==> config.mk <==
export PLATFORM = sky130hd
export DESIGN_NAME = counter_dram_burst
export DESIGN_NICKNAME = d
export VERILOG_FILES = /design/src/rtl/counter_dram_burst.sv
export SDC_FILE = /design/constraint.sdc
export NUM_CORES = 1
export LEC_CHECK = 0
export ABC_AREA = 1
export CAP_MARGIN = 20
export CORE_ASPECT_RATIO = 1.4
export CORE_MARGIN = 4
export CORE_UTILIZATION = 50
export CTS_CLUSTER_SIZE = 30
export DETAILED_ROUTE_END_ITERATION = 8
export HOLD_SLACK_MARGIN = 0.12
export PLACE_DENSITY = 0.76
export SLEW_MARGIN = 20
export SYNTH_ARGS = -nofsm -noshare
export SYNTH_HDL_FRONTEND = slang
export SYNTH_SLANG_ARGS = --single-unit
==> constraint.sdc <==
create_clock -name i_clk -period 2.1 [get_ports i_clk]
set_clock_uncertainty 0.15 [all_clocks]
set_input_delay 0.42 -clock i_clk [delete_from_list [all_inputs] [get_ports i_clk]]
set_output_delay 0.42 -clock i_clk [all_outputs]
set_load 0.02 [all_outputs]
Fig. 1: M1 wires
Supply wires on this layer in gray.
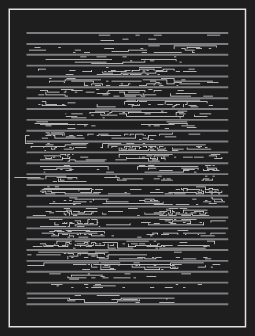
longest straight run = 24.4 um
main direction = horizontal
wire length on this layer = 1760 um
share of all routed wire = 40%
nets with wire on the layer = 284
via count: 1777
GRT met1 Usage: 22.42%
drt total wl: 4.401 mm

Fig. 2: the metal 2 layer
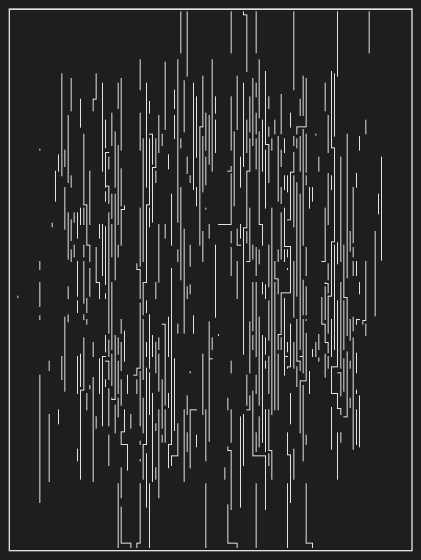
nets with wire on the layer = 279
wire length on this layer = 2360 um
share of all routed wire = 54%
met2 usage: 36.50%

==> results.py <==
# Synthesis and PnR figures
metrics = {
    "route": {
        "wl_per_cell_um": 12.94,
        "vias_per_cell": 5.226,
    },
    "die": {
        "rows": 25,
        "fp-utilization_pct": 52.65,
        "dieArea_um2": 4664,
        "core_um2": 3441,
        "die_h_um": 79.23,
    },
    "clocking": {
        "cts_tree": "yes",
        "cts-root-buf": "clkbuf_8",
        "holdBufCountCts": 0,
        "clockBufferDepth": 2,
        "clkSinkCount": 27,
        "clkTransAtPathRegs_ns": 0.10,
        "cts-buffers-inserted": 3,
        "insertion_delay_ns": 0.28,
    },
    "worst_setup_path": {
        "crit_chain": "inv_2, ha_4, buf_6, xnor2_2, nor2_1, nor2_1, nand2_1, nor2_2, nand2_4, inv_2, buf_6",
        "rrSetupSlack_ns": -0.03,
        "critPathLaunchType": "flip-flop",
        "cp_num_cells": 11,
        "end_kind": "primary output",
        "cpPeakStageDelay_ns": 0.41,
        "arrival_ns": 1.75,
        "worstSetupPathType": "flip-flop to primary output",
        "crit_required_ns": 1.53,
        "slowest_stage": "dfrtp_1",
        "crit_path_max_fanout": 6,
        "path_buffers": 4,
    },
    "final_layout": {
        "fin_nets": 327,
        "area_growth_pct": 39.16,
        "n_antenna_cell": 0,
        "combGateArea_um2": 1050,
        "nFillCells": 262,
        "drive_above_1_share_pct": 25.67,
        "final_util_pct": 73.27,
    },
    "yosys": {
        "simple_gate_area_share_pct": 31.15,
        "top_cells_by_area": "dfrtp_1 37%, nand2_1 9.7%, nor2_1 6.4%, inv_1 6.0%, ha_1 5.5%",
        "synth_area_um2": 1812,
        "ys_seq_elements": 27,
        "ys_warn_count": 0,
        "ys.flop_type": "dfrtp_1",
        "syn_inst": 237,
        "ys_sh_adder_pct": 5.525,
        "ys_seq_share_pct": 37.29,
        "mux_area_share_pct": 3.039,
        "ys_sh_aoi_pct": 9.323,
        "yosysChipArea_um2": 1812,
        "yosysTopAreaCell": "dfrtp_1",
        "ys_cells": 237,
        "synth.logic.top_family": "simple AND/OR/NAND/NOR gates",
        "netlist.area_leader.share_pct": 37.29,
        "postSynth.asyncResetShare_pct": 100.0,
        "syn_avg_cell_area_um2": 7.644,
        "synth-xor-area-share_pct": 4.834,
    },
    "final_timing": {
        "drv_slew": 0,
        "hold_violations": 0,
        "setup_viol": 6,
        "whs_ns": 0.3617,
        "post-route-period-util_pct": 110.3,
        "max_freq_mhz": 431.9,
        "fin_ws_ns": -0.2155,
    },
    "global_route": {
        "antenna_found_initial": 0,
        "grt_usage_pct": 20.04,
        "grt-ovfl-total": 0,
        "grt_pass1_wl_mm": 7.238,
    },
    "outcome": {
        "outcome": "finished with violations",
        "violations": "negative setup slack",
    },
    "job": {
        "warnings": 32,
        "max-cap-violations": 0,
    },
    "placement": {
        "globalplace.congestion": 0.9413,
        "dp_hpwl_mm": 3.377,
        "port_buffers": 28,
    },
    "min_path": {
        "hp-class": "input pin to async pin",
    },
    "pwr": {
        "ir_drop_mv": 0.8812,
        "powerDensity_nw_per_um2": 1070,
        "p_leak_nw": 1.222,
    },
}
==> final cells by class <==
type	instances	area share, %
clock buffers	3	1.638
flip-flops and latches	27	26.85
inverters	31	4.615
multi-input cells	173	41.64
clock inverters	1	0.2978
repair buffers	65	22.98
well taps	40	1.985
==> per-stage QoR <==
stage          power (W)  std cells  instance area, um2  setup TNS (ns)
2_1_floorplan   0.001739        237                1812               0
3_3_place_gp    0.002208        332                2362          -1.266
3_5_place_dp    0.002255        332                2362          -1.937
4_1_cts         0.002599        336                2431         -0.1780
5_1_grt         0.002951        340                2521          -1.996
6_report        0.002697        340                2521         -0.3238
==> power by group <==
part           total (W)  switching [W]  internal, W
clock network   0.000311       0.000176     0.000135
registers       0.000875       0.000182     0.000693
logic            0.00151       0.000813     0.000698
==> per-layer routing <==
layer | wire [um] | global-route usage, % | vias up
met5 | 0 | 0 | -
met4 | 157 | 9.524 | 0
met3 | 131 | 2.114 | 15
met2 | 2355 | 36.50 | 36
met1 | 1756 | 22.42 | 833
li1 | - | - | 893
==> repair_timing <==
item / CTS / global route
buffers inserted: 0 / 4
resized: 13 / 17
pin swaps: 5 / 12
setup endpoints to repair: 9 / 15
==> cell usage in the layout (no fill, tap or decap), types with 3 or more instances in the layout <==
master,n
dfrtp_1,26
o21ai_1,4
xor2_1,6
nor2_4,3
inv_2,4
inv_1,27
nand3_1,15
ha_1,7
nand2_1,42
nand4_1,6
buf_6,3
nand2_2,6
a21oi_1,13
xnor2_1,3
nand3_2,3
nor2_2,3
clkdlybuf4s50_1,26
nor2_1,29
mux2_2,4
clkbuf_8,3
o21ai_0,9
nand2_4,3
a21oi_2,3
buf_4,34
Power and IR drop assume default switching activity.
